**Run 1: metal 3**

Bar = 20 um.
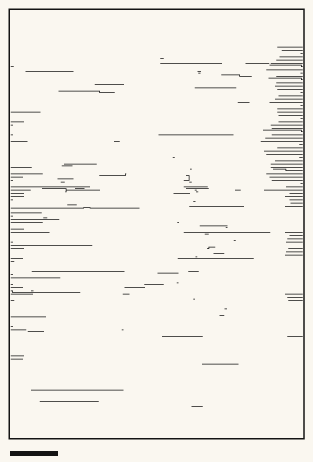
**Run 1: where the registers sit**

Bar = 20 um. Other sequential cells in the stronger grey, the rest of the logic in the fainter grey.
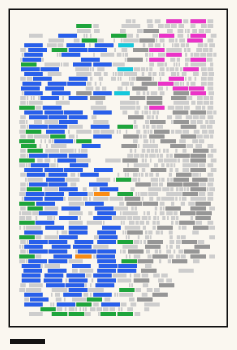
**Run 1: cell area per tile**

12 x 18 tiles, from white (low) to dark blue (high), 0 to 100% covered.
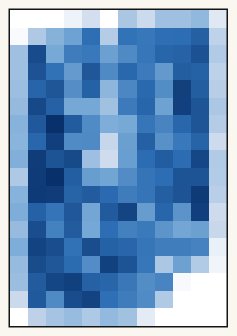
$ cat src/rtl/delay_sequencer.sv
// Job sequencer for a downstream delay block: queues requested delays, runs them one at a
// time with a registered start pulse window, and tracks completions, latency and timeouts.
module delay_sequencer #(
  parameter int DEPTH      = 4,
  parameter int TIMEOUT    = 1024,
  parameter int GAP_CYCLES = 1
) (
  input  logic        clk,
  input  logic        rst,
  input  logic        req_valid,
  input  logic [31:0] req_delay,
  output logic        req_ready,
  output logic        start,
  output logic [31:0] delay_in,
  input  logic [31:0] done,
  input  logic        clr_err,
  output logic        busy,
  output logic        timeout_err,
  output logic [15:0] done_count,
  output logic [31:0] last_latency
);

  localparam int AW = $clog2(DEPTH);
  localparam int GW = (GAP_CYCLES > 1) ? $clog2(GAP_CYCLES) : 1;
  localparam logic [AW:0] FULL = (AW+1)'(DEPTH);

  typedef enum logic [1:0] {IDLE, RUN, GAP} state_t;

  state_t        state, next_state;
  logic [31:0]   mem [DEPTH];
  logic [AW-1:0] wr_ptr, rd_ptr;
  logic [AW:0]   count;
  logic [31:0]   run_cnt;
  logic [GW-1:0] gap_cnt;
  logic          push, pop, job_done, job_timeout, gap_last;

  assign req_ready   = (count < FULL);
  assign push        = req_valid && req_ready;
  assign job_done    = (state == RUN) && (done == 32'hFFFF_FFFF);
  assign job_timeout = (state == RUN) && !job_done && (TIMEOUT != 0) && (run_cnt == 32'(TIMEOUT));
  assign gap_last    = (state == GAP) && (gap_cnt == GW'(GAP_CYCLES - 1));
  // The last GAP cycle doubles as the IDLE decision so queued jobs see exactly GAP_CYCLES low cycles.
  assign pop         = (count != '0) && ((state == IDLE) || gap_last);
  assign busy        = (state != IDLE);

  always_ff @(posedge clk) begin
    if (push) mem[wr_ptr] <= req_delay;
  end

  always_ff @(posedge clk or posedge rst) begin
    if (rst) begin
      wr_ptr <= '0;
      rd_ptr <= '0;
      count  <= '0;
    end else begin
      if (push) wr_ptr <= wr_ptr + 1'b1;
      if (pop)  rd_ptr <= rd_ptr + 1'b1;
      case ({push, pop})
        2'b10:   count <= count + 1'b1;
        2'b01:   count <= count - 1'b1;
        default: count <= count;
      endcase
    end
  end

  always_comb begin
    next_state = state;
    case (state)
      IDLE:    if (count != '0) next_state = RUN;
      RUN:     if (job_done || job_timeout) next_state = GAP;
      GAP:     if (gap_last) next_state = (count != '0) ? RUN : IDLE;
      default: next_state = IDLE;
    endcase
  end

  // start is a flop so nothing on done or req_* reaches the delay block combinationally.
  always_ff @(posedge clk or posedge rst) begin
    if (rst) begin
      state    <= IDLE;
      start    <= 1'b0;
      delay_in <= '0;
      run_cnt  <= '0;
      gap_cnt  <= '0;
    end else begin
      state <= next_state;
      start <= (next_state == RUN);
      if (pop) begin
        delay_in <= mem[rd_ptr];
        run_cnt  <= 32'd1;
      end else if ((state == RUN) && (run_cnt != 32'hFFFF_FFFF)) begin
        run_cnt <= run_cnt + 32'd1;
      end
      if ((state == GAP) && !gap_last) gap_cnt <= gap_cnt + 1'b1;
      else                             gap_cnt <= '0;
    end
  end

  always_ff @(posedge clk or posedge rst) begin
    if (rst) begin
      timeout_err  <= 1'b0;
      done_count   <= '0;
      last_latency <= '0;
    end else begin
      if (job_done) begin
        last_latency <= run_cnt;
        done_count   <= done_count + 16'd1;
      end
      if (job_timeout)  timeout_err <= 1'b1;
      else if (clr_err) timeout_err <= 1'b0;
    end
  end

endmodule

$ cat config.mk
export PLATFORM = sky130hd
export DESIGN_NAME = delay_sequencer
export DESIGN_NICKNAME = d
export VERILOG_FILES = /design/src/rtl/delay_sequencer.sv
export SDC_FILE = /design/constraint.sdc
export NUM_CORES = 1
export LEC_CHECK = 0
export CORE_ASPECT_RATIO = 1.5
export CORE_MARGIN = 5
export CORE_UTILIZATION = 54
export CTS_CLUSTER_DIAMETER = 30
export DETAILED_ROUTE_END_ITERATION = 7
export PLACE_DENSITY = 0.8
export SYNTH_ARGS = -nofsm -noshare
export SYNTH_HDL_FRONTEND = slang
export SYNTH_SLANG_ARGS = --single-unit
$ cat constraint.sdc
create_clock -name clk -period 5.83 [get_ports clk]
set_clock_uncertainty 0.2 [all_clocks]
set_input_delay 1.166 -clock clk [delete_from_list [all_inputs] [get_ports clk]]
set_output_delay 1.166 -clock clk [all_outputs]
set_load 0.01 [all_outputs]
==> flow_metrics.env, run 1 <==
# physical design summary
export IMPL_ys_area_um2=10300
export IMPL_die_area_um2=22000
export IMPL_busiest_layer="met2"
export IMPL_grt_pass1_wl_mm=36.1
export IMPL_hold_path_startpoint="done_count[15]$_DFFE_PP0P_"
export IMPL_power_mw=5.49
export IMPL_dr_pass1_iters=4
export IMPL_warnings=30
export IMPL_lay_top_cells="151 x clkdlybuf4s50_1, 131 x nand2_1, 128 x edfxtp_1"
export IMPL_critPathBufInv=1
export IMPL_drv_slew=0
export IMPL_ys_ff=252
export IMPL_status="completed"
export IMPL_cts_tree="done"
export IMPL_r2r_start="run_cnt[16]$_DFFE_PP0P_"
export IMPL_vias=6519
export IMPL_ios=152
export IMPL_cts_root_buf="clkbuf_16"
export IMPL_postPlaceCellArea_um2=12100
export IMPL_synth_cellmix_adderShare_pct=1.17
export IMPL_endpoint="last_latency[27]$_DFFE_PP0P_"
export IMPL_synthDistinctLibCells=54
export IMPL_area_growth_pct=28.4
export IMPL_drc=0
export IMPL_cts_buffers=35
export IMPL_critPathLaunch="done[26]"
export IMPL_dr_first_iter_drc_count=403
export IMPL_dp_slack_ns=1.42
export IMPL_path_cells="clkdlybuf4s50_1 -> nand4_1 -> nor4_1 -> nand3_2 -> mux2_2"
export IMPL_reg2reg_to="run_cnt[26]$_DFFE_PP0P_"
export IMPL_p_int_mw=3.95
export IMPL_worst_r2r_cell_count=5
export IMPL_layout_drive_gt1_share_pct=17.3
export IMPL_ys_cells=718
export IMPL_min_path_type="register to register"
export IMPL_use_met3_pct=4.36
export IMPL_syn_area_per_cell_um2=14.3
export IMPL_edf_count=128
export IMPL_postSynthSeqShare_pct=67.5
export IMPL_antenna_found_initial=0
export IMPL_grt_pass1_vias=6986
export IMPL_logic_area_um2=3160
export IMPL_ys_flop_type="edfxtp_1"
export IMPL_drt_antenna_violating_nets=0
export IMPL_worstPathMaxFanout=42
export IMPL_min_period_ns=3.83
export IMPL_via_per_inst=5.61
export IMPL_top_cell="nand2_1"
export IMPL_p_leak_nw=5.24
export IMPL_slew_headroom_pct=34.5
export IMPL_layout_top_cell="clkdlybuf4s50_1"
export IMPL_worst_pin_slew_ns=0.982
export IMPL_path_clk_slew_ns=0.05
export IMPL_grt_overflow=0
export IMPL_p_comb_share_pct=19.8
export IMPL_synth_xor_area_share_pct=1.96
export IMPL_clock_path_buffers=3
export IMPL_grt_max_degree=61
export IMPL_post_cts_resized=0
export IMPL_min_path_cells=1
export IMPL_top_layer_used="met4"
export IMPL_rsz0062_at_grt="no"
export IMPL_top_area_cell="edfxtp_1"
export IMPL_largest_register="mem"
export IMPL_cts_hold_fix_buffers=0
export IMPL_critical_path_depth=5
export IMPL_p_switching_mw=1.54
export IMPL_synthAoiAreaFrac_pct=3.97
export IMPL_clock_power_mw=2.04
export IMPL_portBuffers=151
export IMPL_grt_util_met2_pct=38.3
export IMPL_netlist_area_um2=10300
export IMPL_cts_max_level=2
export IMPL_synthArstFlopShare_pct=49.2
## Picture notes: 'metal 3'
main direction: horizontal
nets with wire on the layer: 129
wire length on this layer: 1490 um
longest straight run: 38.6 um
share of all routed wire: 6.6%

## Picture notes: 'where the registers sit'
| colour | signal | placed flops |
|---|---|---|
| magenta | done_count | 16 |
| blue | mem | 128 |
| cyan | count | 3 |
| orange | rd_ptr | 2 |
| green | delay_in | 32 |
not coloured: 71
Seq power: 2.37 mW
FF+latch area: 6950 um^2
flop share of the area: 52.6%
Finished Core Util: 69.8%

## Picture notes: 'cell area per tile'
densest ninth of the die: west
tiles over 75% full: 37%
fullest tile: 100%
nearly empty tiles: 6.5%
mean over tiles: 59%
area of the core: 18900 um^2
FP Util: 54.4%

[run 1: cell families (layout without fill, tap and decap cells)]
family	count (synthesis)	in the layout
buffers and inverters	50	239
and+or+nand+nor	255	255
muxes	66	66
AOI/OAI and AO/OA	62	62
xor gates and xnor gates	23	23
adders and majority gates	9	9
other	1	1
DFF	252	252
[run 1: area by class of cell]
cell class	count	area share [%]
Clock buffer	38	6.86
Clock inverter	25	1.86
Inverter	17	0.502
Multi-Input combinational cell	416	23.9
Sequential cell	252	52.6
Tap cell	256	2.42
Timing Repair Buffer	159	11.9
[run 1: through the flow]
stage | utilization (%) | cells
6_report | 69.8 | 1163
5_1_grt | 69.8 | 1163
4_1_cts | 69.8 | 1163
3_5_place_dp | 63.8 | 1100
3_3_place_gp | 63.8 | 1100
2_1_floorplan | - | 718
--- run 2 (diff from run 1) ---
- CORE_UTILIZATION: 54 -> 49
- PLACE_DENSITY: 0.8 -> 0.76
- clock period: 5.83 -> 3.2 ns (I/O delays scaled with it)
==> run 2 against run 1 <==
  * Sequential power up 81%
  * Area after synthesis unchanged
  * Highest routed layer unchanged
  * Core utilization down 5.6 points
  * Hold slack better by 0.0056 ns
  * Largest cell class unchanged
  * Setup slack worse by 1.5 ns
==> flow_metrics.env, run 2 <==
# physical design summary
export IMPL_status="completed"
export IMPL_worstPathMaxFanout=11
export IMPL_dr_pass1_iters=4
export IMPL_slew_headroom_pct=43.2
export IMPL_common_cells="131 x nand2_1, 128 x edfxtp_1, 124 x dfrtp_1"
export IMPL_grt_util_met2_pct=34.4
export IMPL_critPathBufInv=0
export IMPL_final_nonclk_buf_share_pct=12.4
export IMPL_ys_area_um2=10300
export IMPL_power_leader="registers"
export IMPL_edf_count=128
export IMPL_drc=0
export IMPL_syn_area_per_cell_um2=14.3
export IMPL_design_area_um2=13400
export IMPL_antenna_found_initial=0
export IMPL_rows=65
export IMPL_seq_cell_share_pct=51.8
export IMPL_clockPowerShare_pct=38.9
export IMPL_drv_slew=0
export IMPL_critPathMaxStageDelay_ns=0.71
export IMPL_grt_pass1_vias=7004
export IMPL_dp_slack_ns=0.337
export IMPL_logic_family="simple AND/OR/NAND/NOR gates"
export IMPL_rsz0062_at_grt="no"
export IMPL_final_clk_cell_share_pct=9.25
export IMPL_dr_first_iter_drc_count=441
export IMPL_lay_top_cells="151 x clkdlybuf4s50_1, 131 x nand2_1, 128 x edfxtp_1"
export IMPL_synth_cellmix_adderShare_pct=1.17
export IMPL_comb_cell_share_pct=23.5
export IMPL_ys_ff=252
export IMPL_cts_hold_fix_buffers=0
export IMPL_postSynthSeqShare_pct=67.5
export IMPL_synthArstFlopShare_pct=49.2
export IMPL_via_per_inst=5.45
export IMPL_drv_cap=0
export IMPL_ys_sh_simple_pct=12.7
export IMPL_grt_pass1_wl_mm=36.8
export IMPL_synth_xor_area_share_pct=1.96
export IMPL_clock_path_buffers=3
export IMPL_layout_drive_gt1_share_pct=17.3
export IMPL_min_path_type="register to register"
export IMPL_worst_pin_slew_ns=0.848
export IMPL_clock_power_mw=4.00
export IMPL_inverters=17
export IMPL_grt_use_met1_pct=22.1
export IMPL_nClkBuffers=42
export IMPL_grt_max_degree=76
export IMPL_min_period_ns=2.69
export IMPL_p_leak_nw=5.32
export IMPL_synthAoiAreaFrac_pct=3.97
export IMPL_place_inst=1120
export IMPL_top_area_cell="edfxtp_1"
export IMPL_core_um2=20900
export IMPL_grt_overflow=0
export IMPL_cts_tree="done"
export IMPL_cts_root_buf="clkbuf_16"
export IMPL_layout_top_cell="clkdlybuf4s50_1"
export IMPL_powerSeq_mw=4.28
export IMPL_comb_multi_input_count=416
export IMPL_ys_flop_type="edfxtp_1"
export IMPL_regArea_um2=6950
export IMPL_p_switching_mw=2.70
export IMPL_p_comb_share_pct=19.5
export IMPL_n_all_buffers=167
export IMPL_top_cell="nand2_1"
export IMPL_post_cts_resized=0
export IMPL_top_layer_used="met4"
export IMPL_drt_antenna_violating_nets=0
export IMPL_cts_buffers=35
export IMPL_path_cells="nand4_4 -> or4_4 -> o211ai_1 -> or4_1 -> a21oi_1"
export IMPL_netlist_area_um2=10300
export IMPL_cts_max_level=2
export IMPL_largest_class="flip-flops and latches"
export IMPL_largest_register="mem"
export IMPL_warnings=30
export IMPL_portBuffers=151
export IMPL_path_clk_slew_ns=0.05
export IMPL_ys_cells=718
export IMPL_busiest_layer="met2"
export IMPL_die_area_um2=24100
export IMPL_ios=152
export IMPL_synthDistinctLibCells=54
export IMPL_postPlaceCellArea_um2=12200
export IMPL_p_int_mw=7.58
export IMPL_met1_length_mm=8.29
export IMPL_logic_area_um2=3160
==> run 2: worst paths after layout <==
| path | slack, ns | to | depth (start not counted) | start |
|---|---|---|---|---|
| min in group asynchronous | 0.31 | run_cnt[13]$_DFFE_PP0P_ | 2 | rst |
| max in group asynchronous | 1.75 | last_latency[25]$_DFFE_PP0P_ | 3 | rst |
| max reg2reg | 0.51 | run_cnt[26]$_DFFE_PP0P_ | 5 | run_cnt[16]$_DFFE_PP0P_ |
| max | 0.51 | run_cnt[26]$_DFFE_PP0P_ | 5 | run_cnt[16]$_DFFE_PP0P_ |
| min | 0.27 | delay_in[28]$_DFFE_PP0P_ | 2 | delay_in[28]$_DFFE_PP0P_ |
| min reg2reg | 0.27 | delay_in[28]$_DFFE_PP0P_ | 2 | delay_in[28]$_DFFE_PP0P_ |
**Run 2: metal 3**

Bar = 50 um.
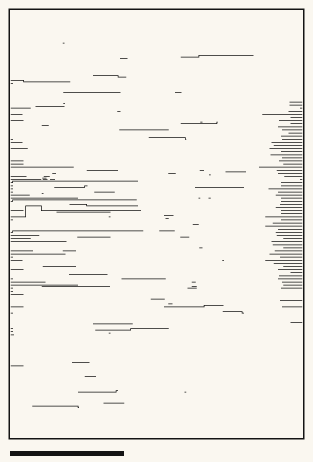
main direction: horizontal
wire length on this layer: 1740 um
longest straight run: 57.0 um
met3 usage: 5.24%
via count: 6445
Routed WL: 22.4 mm

**Run 2: placement view**

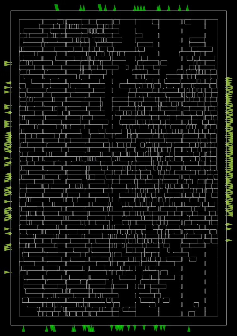
Tap Cells: 268
registers: 252
Non-Filler Instances: 1183
Finished Core Util: 64.2%

--- run 3 (diff from run 2) ---
- clock period: 3.2 -> 2.41 ns (I/O delays scaled with it)
**Run 3: cells coloured by class**

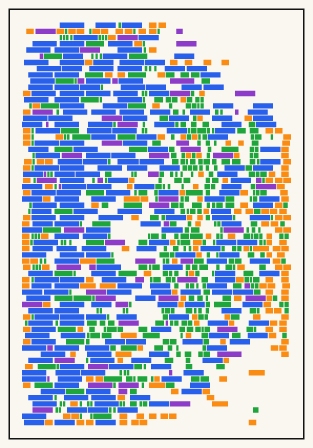
| colour | class | cells |
|---|---|---|
| green | remaining logic cells | 434 |
| blue | registers | 252 |
| purple | clock drivers and dummy loads | 62 |
| orange | remaining buffers and delay cells | 209 |

==> run 3 against run 2 <==
  * Routed wire length is 4.5% higher
  * Clock power is 28% higher
  * Maximum frequency is 16% higher
  * Die size stayed put
  * Sequential share of layout area is 1.4 points lower
  * Setup slack worse by 0.43 ns
  * Final area is 2.8% higher
  * Sequential cell count stayed put
  * Synthesized cell count stayed put
  * Critical path type unchanged
  * Largest cell class unchanged
  * Largest power group unchanged
==> flow_metrics.env, run 3 <==
# physical design summary
export IMPL_status="completed"
export IMPL_grt_overflow=0
export IMPL_dr_first_iter_drc_count=340
export IMPL_ios=152
export IMPL_logic_family="simple AND/OR/NAND/NOR gates"
export IMPL_rows=65
export IMPL_ys_cells=718
export IMPL_post_cts_resized=1
export IMPL_die_area_um2=24100
export IMPL_slew_headroom_pct=65.9
export IMPL_final_clk_cell_share_pct=8.60
export IMPL_critPathMaxStageDelay_ns=0.52
export IMPL_path_clk_slew_ns=0.06
export IMPL_drc=0
export IMPL_dp_slack_ns=-0.183
export IMPL_worst_r2r_cell_count=7
export IMPL_comb_multi_input_count=417
export IMPL_final_nonclk_buf_share_pct=15.0
export IMPL_via_per_inst=5.54
export IMPL_logic_area_um2=3180
export IMPL_p_leak_nw=5.52
export IMPL_cts_root_buf="clkbuf_16"
export IMPL_drv_cap=0
export IMPL_busiest_layer="met2"
export IMPL_largest_register="mem"
export IMPL_cts_hold_fix_buffers=0
export IMPL_p_int_mw=9.97
export IMPL_grt_pass1_wl_mm=37.7
export IMPL_worst_pin_slew_ns=0.512
export IMPL_clock_power_mw=5.12
export IMPL_layout_drive_gt1_share_pct=21.5
export IMPL_grt_pass1_vias=7195
export IMPL_p_switching_mw=3.68
export IMPL_tap_cell_count=268
export IMPL_synthAoiAreaFrac_pct=3.97
export IMPL_portBuffers=151
export IMPL_inverters=17
export IMPL_clock_path_buffers=3
export IMPL_area_growth_pct=34.0
export IMPL_grt_use_met1_pct=22.0
export IMPL_ys_sh_simple_pct=12.7
export IMPL_drt_antenna_violating_nets=0
export IMPL_power_mw=13.7
export IMPL_reg2reg_to="run_cnt[25]$_DFFE_PP0P_"
export IMPL_min_path_type="input pin to async pin"
export IMPL_syn_area_per_cell_um2=14.3
export IMPL_edf_count=128
export IMPL_clockPowerShare_pct=37.5
export IMPL_power_leader="registers"
export IMPL_ys_ff=252
export IMPL_r2r_start="run_cnt[0]$_DFFE_PP0P_"
export IMPL_top_cell="nand2_1"
export IMPL_warnings=30
export IMPL_cts_tree="done"
export IMPL_ff2ff_setup_slack_ns=0.08
export IMPL_synthArstFlopShare_pct=49.2
export IMPL_dr_pass1_iters=5
export IMPL_min_period_ns=2.33
export IMPL_p_comb_share_pct=21.6
export IMPL_endpoint="run_cnt[25]$_DFFE_PP0P_"
export IMPL_path_cells="ha_1 -> and3_1 -> nand4_1 -> buf_4 -> nor4_4 -> or4b_1 -> a21oi_1"
export IMPL_comb_cell_share_pct=23.1
**Run 3: metal 3**

Bar = 50 um.
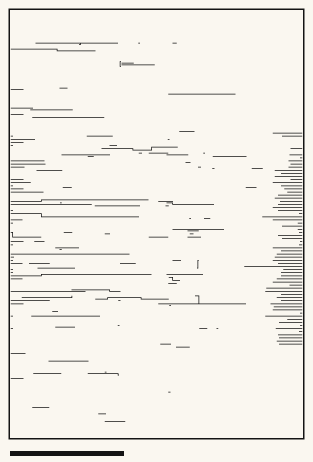
wire length on this layer: 1800 um
main direction: horizontal
longest straight run: 51.8 um
nets with wire on the layer: 142
met3 usage: 5.30%
Routed WL: 23.4 mm
via count: 6785

run 3: cell count changes in the layout (fill, tap and decap cells not counted), sizes merged:
cell and change:
buf +42, bufinv -1, clkbuf -2, clkdlybuf4s50 -1, clkinvlp +3, dlygate4sd2 +1
inv -1, o41a +1
run 3: critical path, delay by kind of cell (launching register included):
| kind | cells | cell delay [ns] |
|---|---|---|
| buffers and inverters | 1 | 0.19 |
| adders and majority gates | 1 | 0.23 |
| DFF | 1 | 0.44 |
| and+or+nand+nor | 4 | 1.03 |
| AOI/OAI and AO/OA | 1 | 0.15 |
run 3: layer usage:
| layer | vias to the layer above | share of wire [%] |
|---|---|---|
| li1 | 3112 | - |
| met1 | 3402 | 36 |
| met2 | 223 | 54 |
| met3 | 48 | 7.7 |
| met4 | 0 | 2.7 |
| met5 | - | 0 |
No activity file was given, so power comes from the tool's default toggle rates.
